`src/rtl/oam_dma.sv`:
```
// ---------------------------------------------------------------------------
// oam_dma -- sprite OAM DMA engine.
//
// A CPU write of page number PP to DMA_REG_ADDR stalls the CPU (rdy low) and
// copies the 256 bytes at PP00..PPFF into sprite OAM, one READ + one WRITE
// cycle per byte. When idle the CPU address/write strobe pass straight to the
// memory bus.
//
// Ports:
//   clk, reset_n      clock, async active-low reset
//   cpu_addr/dout/we  CPU bus request (dout carries the page on a trigger)
//   mem_din           memory read data, one-cycle latency after bus_addr
//   rdy               CPU ready; low while a transfer is in progress
//   busy              high in any state other than IDLE
//   bus_addr, bus_we  memory bus address mux / write enable
//   oam_addr/data/we  OAM write port
// ---------------------------------------------------------------------------
module oam_dma #(
    parameter int                    ADDR_WIDTH   = 16,
    parameter int                    REG_WIDTH    = 8,
    parameter logic [ADDR_WIDTH-1:0] DMA_REG_ADDR = 16'h4014
) (
    input  logic                  clk,
    input  logic                  reset_n,
    input  logic [ADDR_WIDTH-1:0] cpu_addr,
    input  logic [REG_WIDTH-1:0]  cpu_dout,
    input  logic                  cpu_we,
    input  logic [REG_WIDTH-1:0]  mem_din,
    output logic                  rdy,
    output logic                  busy,
    output logic [ADDR_WIDTH-1:0] bus_addr,
    output logic                  bus_we,
    output logic [7:0]            oam_addr,
    output logic [REG_WIDTH-1:0]  oam_data,
    output logic                  oam_we
);

    typedef enum logic [2:0] {
        IDLE  = 3'd0,
        HALT  = 3'd1,
        ALIGN = 3'd2,
        READ  = 3'd3,
        WRITE = 3'd4
    } state_t;

    state_t     state, state_nxt;
    logic [7:0] page, page_nxt;
    logic [7:0] idx, idx_nxt;
    logic       parity;
    logic       trigger;

    // {page, idx} is a plain concatenation: page FF ends at FFFF, no carry.
    logic [ADDR_WIDTH-1:0] dma_addr;
    assign dma_addr = ADDR_WIDTH'({page, idx});

    assign trigger = cpu_we && (cpu_addr == DMA_REG_ADDR);

    // Free-running cycle parity; decides whether an ALIGN cycle is needed.
    always_ff @(posedge clk or negedge reset_n) begin
        if (!reset_n) parity <= 1'b0;
        else          parity <= ~parity;
    end

    always_ff @(posedge clk or negedge reset_n) begin
        if (!reset_n) begin
            state <= IDLE;
            page  <= 8'd0;
            idx   <= 8'd0;
        end else begin
            state <= state_nxt;
            page  <= page_nxt;
            idx   <= idx_nxt;
        end
    end

    always_comb begin
        state_nxt = state;
        page_nxt  = page;
        idx_nxt   = idx;
        rdy       = 1'b0;
        busy      = 1'b1;
        bus_addr  = cpu_addr;
        bus_we    = 1'b0;
        oam_addr  = idx;
        oam_data  = '0;
        oam_we    = 1'b0;

        case (state)
            IDLE: begin
                rdy    = 1'b1;
                busy   = 1'b0;
                bus_we = cpu_we;   // the trigger write itself also passes through
                if (trigger) begin
                    page_nxt  = cpu_dout[7:0];
                    idx_nxt   = 8'd0;
                    state_nxt = HALT;
                end
            end
            HALT: begin
                state_nxt = parity ? ALIGN : READ;
            end
            ALIGN: begin
                state_nxt = READ;
            end
            READ: begin
                bus_addr  = dma_addr;
                state_nxt = WRITE;
            end
            WRITE: begin
                // mem_din now carries the byte addressed during the READ cycle
                bus_addr = dma_addr;
                oam_we   = 1'b1;
                oam_data = mem_din;
                if (idx == 8'hFF) begin
                    state_nxt = IDLE;
                end else begin
                    idx_nxt   = idx + 8'd1;
                    state_nxt = READ;
                end
            end
            default: begin
                state_nxt = IDLE;
            end
        endcase
    end

endmodule

```
`config.mk`:
```
export PLATFORM = sky130hd
export DESIGN_NAME = oam_dma
export DESIGN_NICKNAME = d
export VERILOG_FILES = /design/src/rtl/oam_dma.sv
export SDC_FILE = /design/constraint.sdc
export NUM_CORES = 1
export LEC_CHECK = 0
export CELL_PAD_IN_SITES_DETAIL_PLACEMENT = 0
export CELL_PAD_IN_SITES_GLOBAL_PLACEMENT = 1
export CORE_MARGIN = 5
export CORE_UTILIZATION = 30
export CTS_CLUSTER_DIAMETER = 40
export CTS_CLUSTER_SIZE = 12
export DETAILED_ROUTE_END_ITERATION = 10
export PLACE_DENSITY = 0.82
export SLEW_MARGIN = 20
export SYNTH_ARGS = -nofsm -noshare
export SYNTH_HDL_FRONTEND = slang
export SYNTH_SLANG_ARGS = --single-unit
```
`constraint.sdc`:
```
create_clock -name clk -period 3.95 [get_ports clk]
set_input_delay 0.79 -clock clk [delete_from_list [all_inputs] [get_ports clk]]
set_output_delay 0.79 -clock clk [all_outputs]
set_load 0.005 [all_outputs]
```
Figure 1. Logic cells by family (run 1).
(4 px per um)
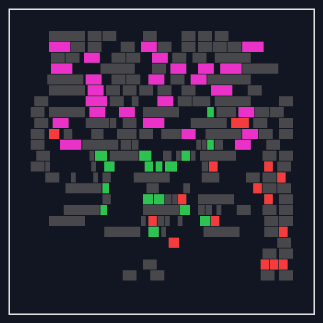
- red: and/or cells (cells 15; most used and2_1)
- green: aoi and oai cells (cells 16; where center)
- magenta: mux cells (cells 25; most used mux2_2)
Layout Cells excl Fill: 241
Comb/total area: 35.55%

Figure 2. Routed metal, one color a layer (run 1).
(4 px per um)
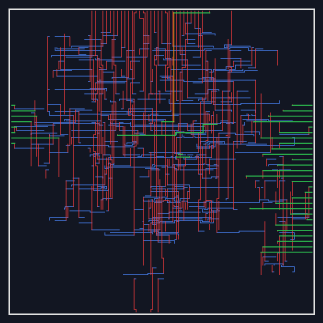
- green: metal 3 (wire length 308 um)
- orange: metal 4 (wire length 27.2 um)
- blue: metal 1 (wire length 1,510 um)
- red: metal 2 (wire length 2,030 um)
routed length per instance: 16.05 um
GRT Util Overall: 13.48%

==> qor.yml, run 1 <==
outcome: "finished, final reports clean"
cts_sinks: 20
timing.final.crit_period_ns: 3.135
largest_area_cell: "dfrtp_1"
max_stage_delay_ns: 0.62
synth.distinct_cells: 34
tightest_slew_ns: 0.9281
crit_path_end: "bus_addr[4]"
ant_nets: 0
postSynthSeqShare_pct: 38.46
netlist_instances: 117
cp_max_fo: 16
finalPower_w: 0.001189
critPathTopFamily: "AND-OR/OR-AND gates"
ys.warnings.count: 0
edf_count: 0
synth_top_cell_by_count: "dfrtp_1"
top_layer: "met4"
route.met3.wl_um: 308
cts_resized: 0
final.setup_skew_ns: 0.007571
tns_ns: 0
path_cells: "nand2_1 -> o21ai_2 -> mux2_2 -> clkdlybuf4s50_1"
initialDrtViolationCount: 64
ys_top_cells_by_count: "20 x dfrtp_1, 16 x mux2_2, 8 x and2_1, 8 x inv_1, 8 x mux2_4"
dpl.hpwl_mm: 3.112
grt_start_max_net_pins: 21
flop_cell: "dfrtp_1"
reg2reg_from: "state[1]"
firstDrtPassIters: 4
setup_violations: 0
max_cap_violations: 0
cts_hold_buf: 0
antenna_found_initial: 0
ys.flops: 20
yosys-stat-cells: 117
wl_mm: 3.868
clock-root-buffer: "clkbuf_8"
grt_pass1_wl_mm: 5.975
worstSetupStartpoint: "state[0]"
r2r_end: "oam_addr[0]"
Figure 3. I/O nets highlighted (run 1).
(6 px per um)
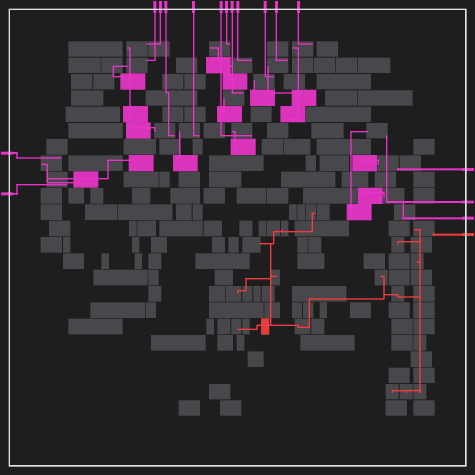
- magenta: bus_addr (bits 16; direction output; edge 11 north, 3 east, 2 west; end cells 16; buffers 16; wire 337 um)
- red: oam_we (bits 1; direction output; edge east; end cells 1; buffers 1; wire 121 um)
IO Port Bufs: 70
Ports: 71

run 1: cells by family (layout without fill, tap and decap cells):
family	after synthesis	in the layout	synth area share (%)
AND-OR/OR-AND	16	16	8.366
XOR/XNOR	2	2	1.346
adder cells (fa/ha/maj)	1	1	0.9614
buffers and inverters	10	82	3.557
flip-flops	20	20	38.46
multiplexers	25	25	23.85
AND/OR/NAND/NOR	43	43	23.46
run 1: cells in the final DEF, fill, tap and decap left out, types with 2 or more instances in the layout:
master,synthesis,routed
xnor2_1,2,2
clkbuf_8,0,3
inv_1,8,8
o211ai_1,5,5
and2_1,8,8
o22ai_1,2,2
nor2_1,3,3
o21ai_0,5,5
nor3_1,2,2
or3_1,3,3
nand3_1,7,7
o21ai_2,3,3
mux2_4,8,8
nor2b_1,2,2
nand2_1,4,4
mux2_2,16,16
dfrtp_1,20,20
clkdlybuf4s50_1,0,70
nand3_2,2,2
run 1: where the power goes:
group	switching [W]	internal [W]	total, W
Combinational	0.000245	0.000400	0.000645
Clock	0.0000694	0.000135	0.000205
Sequential	0.0000855	0.000253	0.000339
Total	0.000400	0.000789	0.00119
run 1: area by class of cell:
type	instances	area [um2]
Fill cell	397	2172
Multi-Input combinational cell	87	754.5
Timing Repair Buffer	70	700.7
Sequential cell	20	500.5
Tap cell	52	65.06
Clock buffer	3	41.29
Clock inverter	1	30.03
Inverter	8	30.03
run 1: stage by stage:
step                cells  worst slack, ns  hold slack (ns)  util (%)  instance area (um2)
floorplan             117            1.819           0.3892         -                 1301
global placement      237            1.140           0.4095     47.76                 2051
detailed placement    237            1.080           0.4333     47.76                 2051
CTS                   241           0.7774           0.4460     49.42                 2122
global route          241           0.6736           0.4521     49.42                 2122
finish                241           0.8146           0.4350     49.42                 2122
## Run 2: what changed since run 1
--- a/config.mk
+++ b/config.mk
@@ -8,11 +8,11 @@
 export CELL_PAD_IN_SITES_DETAIL_PLACEMENT = 0
 export CELL_PAD_IN_SITES_GLOBAL_PLACEMENT = 1
 export CORE_MARGIN = 5
-export CORE_UTILIZATION = 30
+export CORE_UTILIZATION = 28
 export CTS_CLUSTER_DIAMETER = 40
 export CTS_CLUSTER_SIZE = 12
 export DETAILED_ROUTE_END_ITERATION = 10
-export PLACE_DENSITY = 0.82
+export PLACE_DENSITY = 0.77
 export SLEW_MARGIN = 20
 export SYNTH_ARGS = -nofsm -noshare
 export SYNTH_HDL_FRONTEND = slang
==> constraint.sdc (replaced) <==
create_clock -name clk -period 3 [get_ports clk]
set_input_delay 0.6 -clock clk [delete_from_list [all_inputs] [get_ports clk]]
set_output_delay 0.6 -clock clk [all_outputs]
set_load 0.005 [all_outputs]
==> run 2 against run 1 <==
Effect of this change: total power is 25% higher; global-route usage is 0.75 points lower; first-iteration DRC count is 6.3% lower; cell area is 1.3% lower; sequential cell count stayed put; sequential power is 32% higher; clock skew is 0.0060 ns lower.
==> qor.yml, run 2 <==
outcome: "finished, final reports clean"
ant_nets: 0  # unchanged
max_cap_violations: 0  # unchanged
place_area_mm2: 0.002051  # unchanged
power_frac_comb_pct: 58.0  # +3.7 points
firstDrtPassIters: 6  # +2
holdWs_ns: 0.2925  # -0.1424 ns
finalPower_w: 0.001480  # +25%
seqPwrFrac_pct: 30.4  # +1.9 points
top_layer: "met4"
tns_ns: 0  # unchanged
grt_use_total_pct: 12.73  # -0.75 points
n_fill_cell: 417  # +5.0%
cts_hold_buf: 0  # unchanged
routedWlPerCell_um: 16.35  # +1.8%
ios: 71  # unchanged
flop_cell: "dfrtp_1"
final.setup_skew_ns: 0.001550  # -0.006022 ns
clock-root-buffer: "clkbuf_8"
grt_start_max_net_pins: 21  # unchanged
ys.flops: 20  # unchanged
final_area_mm2: 0.002095  # -1.3%
p_switching_w: 0.0005283  # +32%
==> run 2: how the worst max path moves through the flow <==
stage | slack, ns | endpoint | cells after the start
6_report | 0.19 | bus_addr[6] | 4
5_1_grt | 0.06 | bus_addr[6] | 4
4_1_cts | 0.006 | bus_addr[15] | 4
3_5_place_dp | 0.29 | bus_addr[15] | 4
3_3_place_gp | 0.37 | bus_addr[6] | 4
2_1_floorplan | 1.06 | bus_addr[0] | 5
==> run 2: cell families (layout without fill, tap and decap cells) <==
kind of cell	Yosys count	in the layout	share of synthesized area, %
simple gates	43	43	23.46
mux	25	25	23.85
flops	20	20	38.46
compound gates	16	16	8.366
buf+inv	10	81	3.557
xor+xnor	2	2	1.346
fa+ha+maj	1	1	0.9614
==> run 2: area by class of cell <==
| cell class | count | area, um2 | share of cell area (%) |
|---|---|---|---|
| multi-input cells | 87 | 762.0 | 36.38 |
| repair buffers | 70 | 695.7 | 33.21 |
| flip-flops and latches | 20 | 500.5 | 23.89 |
| well taps | 52 | 65.06 | 3.106 |
| clock buffers | 3 | 41.29 | 1.971 |
| inverters | 8 | 30.03 | 1.434 |
==> run 2: worst max-delay path, stage by stage (launching register included) <==
cell and delay, ns:
dfrtp_1 0.47, nand2_1 0.16, o21ai_4 0.47, mux2_2 0.39, clkdlybuf4s50_1 0.46
==> run 2: power groups by stage <==
stage | logic [W] | clock network [W] | registers [W]
after floorplan | 0.000431 | 0 | 0.000426
after global placement | 0.000837 | 0 | 0.000445
after detailed placement | 0.000854 | 0 | 0.000449
after CTS | 0.000860 | 0.000181 | 0.000444
after global routing | 0.000933 | 0.000196 | 0.000464
final | 0.000859 | 0.000172 | 0.000449
Figure 4. Clock wiring as the flow saved it (run 2).
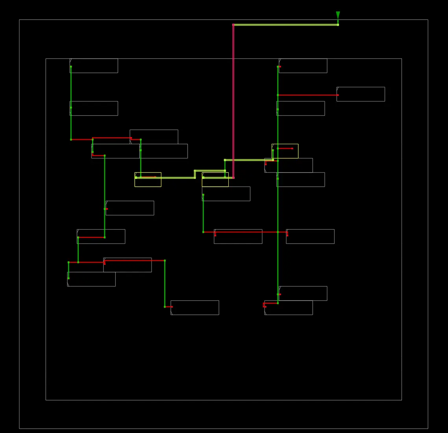
clock-net power: 0.000172 W
worst skew pair latency: 0.25 ns
# clk buffers: 3
Num CTS Buffers: 3
flop count: 20

Figure 5. Sequential cells grouped by signal name (run 2).
(4 px per um) Other sequential cells in the stronger gray, the rest of the logic in the fainter gray.
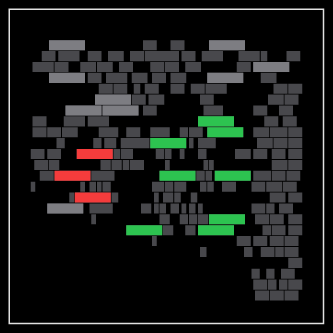
- red: state (sequential cells 3)
- green: oam_addr (sequential cells 8)
- not colored: 9
storage element area: 500.5 um2
seq pwr: 0.000449 W
final core occ: 47.13%
Seq area share: 23.89%

## Run 3: what changed since run 2
--- a/config.mk
+++ b/config.mk
@@ -7,11 +7,12 @@
 export LEC_CHECK = 0
 export CELL_PAD_IN_SITES_DETAIL_PLACEMENT = 0
 export CELL_PAD_IN_SITES_GLOBAL_PLACEMENT = 1
-export CORE_MARGIN = 5
+export CORE_MARGIN = 2
 export CORE_UTILIZATION = 28
 export CTS_CLUSTER_DIAMETER = 40
 export CTS_CLUSTER_SIZE = 12
 export DETAILED_ROUTE_END_ITERATION = 10
+export GPL_ROUTABILITY_DRIVEN = 0
 export PLACE_DENSITY = 0.77
 export SLEW_MARGIN = 20
 export SYNTH_ARGS = -nofsm -noshare
==> run 3 against run 2 <==
Effect of this change: non-clock buffer count is the same; sequential share of layout area fell by 0.39 points; hold slack improved by 0.14 ns; largest power group unchanged; routed wire length is 5.3% lower; largest cell class unchanged; cell count grew 0.42%; critical endpoint is now bus_addr[7]; fmax is 0.84% higher; sequential cell count did not move.
==> qor.yml, run 3 <==
outcome: "finished, final reports clean"
numCtsBuffers: 3  # unchanged
grt_pass1_vias: 1269
ys.flops: 20  # unchanged
ir_drop_uv: 373.3
drive_above_1_share_pct: 21.16
r2r_cells: 6
tns_ns: 0  # unchanged
crit_path_end: "bus_addr[7]"
place_area_mm2: 0.002051  # unchanged
routedWlPerCell_um: 15.42  # -5.7%
grt_start_max_net_pins: 21  # unchanged
ios: 71  # unchanged
dpl.hpwl_mm: 3.027
final.setup_skew_ns: 0.001765  # +0.0002150 ns
final_area_mm2: 0.002130  # +1.7%
arrival_ns: 2.18
yosys-stat-cells: 117
power_frac_comb_pct: 54.0  # -4.0 points
p_switching_w: 0.0005388  # +2.0%
clock-root-buffer: "clkbuf_8"
max_cap_violations: 0  # unchanged
power_frac_clock_pct: 17.6
ant_nets: 0  # unchanged
flop_cell: "dfrtp_1"
grt_use_total_pct: 15.09  # +2.4 points
holdWs_ns: 0.4277  # +0.1352 ns
seqPwrFrac_pct: 28.4  # -2.0 points
hold_viol_final: 0
initialDrtViolationCount: 42
cts_tree: "yes"
finalPower_w: 0.001579  # +6.7%
fp_util_pct: 29.48
clk_latency_ns: 0.26  # about the same
edf_count: 0
cts_hold_buf: 0  # unchanged
## run 3: cell counts after synthesis
No cell type changed its count.
## run 3: power groups by stage
| stage | combinational [W] | clock [W] | sequential [W] |
|---|---|---|---|
| 2_1_floorplan | 0.000431 | 0 | 0.000426 |
| 3_3_place_gp | 0.000840 | 0 | 0.000449 |
| 3_5_place_dp | 0.000851 | 0 | 0.000457 |
| 4_1_cts | 0.000859 | 0.000280 | 0.000452 |
| 5_1_grt | 0.000934 | 0.000291 | 0.000467 |
| 6_report | 0.000853 | 0.000278 | 0.000449 |
## run 3: worst max-delay path, cell delays in order, from the launching register on
cell	delay, ns
dfrtp_1	0.48
nand2_1	0.14
o21ai_4	0.45
mux2_2	0.39
clkdlybuf4s50_1	0.46
## run 3: routing by layer
layer / share of wire (%) / vias to the layer above / wire, um / global-route usage, %
met1: 39 / 585 / 1455 / 18.55
li1: - / 571 / - / -
met5: 0 / - / 0 / 0
met2: 53 / 46 / 1966 / 26.81
met4: 2.0 / 0 / 76 / 5.451
met3: 5.9 / 8 / 218 / 2.083
## run 3: final cells by class
class / instances / area, um2
fill: 401 / 2285
clock buffer: 3 / 41.29
sequential: 20 / 500.5
timing repair buffer: 70 / 700.7
multi-input combinational: 87 / 762.0
tap: 52 / 65.06
inverter: 8 / 30.03
clock inverter: 1 / 30.03
## run 3: repair_timing
item | in CTS | in global routing
setup endpoints to repair | 0 | 16
endpoints found under the hold margin | 0 | 0
resized | 0 | 1
## run 3: kinds of logic after synthesis
| family | share of synthesized area (%) |
|---|---|
| xor gates and xnor gates | 1.346 |
| muxes | 23.85 |
| adders and majority gates | 0.9614 |
| DFF | 38.46 |
| AOI/OAI and AO/OA | 8.366 |
| buffers and inverters | 3.557 |
| and+or+nand+nor | 23.46 |
Figure 6. I/O nets highlighted (run 3).
(6 px per um)
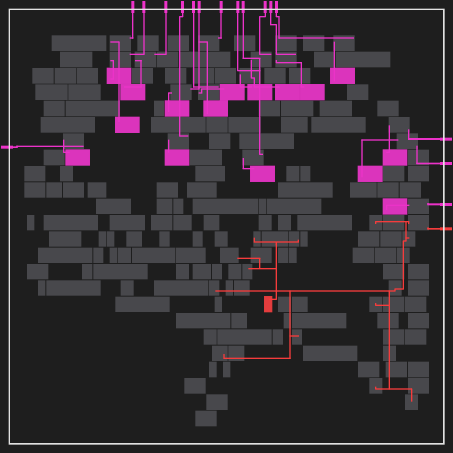
- red: oam_we (bits 1; direction output; edge east; end cells 1; buffers 1; wire 133 um)
- magenta: bus_addr (bits 16; direction output; edge 12 north, 3 east, 1 west; end cells 16; buffers 16; wire 293 um)

Figure 7. Sequential cells grouped by signal name (run 3).
(4 px per um) Other sequential cells in the stronger gray, the rest of the logic in the fainter gray.
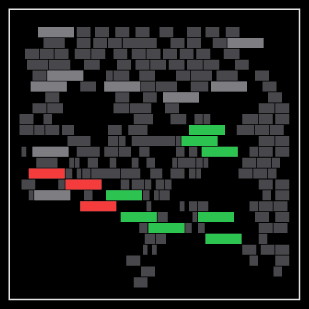
- red: state (sequential cells 3)
- green: oam_addr (sequential cells 8)
- not colored: 9
final core occ: 48.24%
Seq area share: 23.50%

Power and IR drop assume default switching activity.
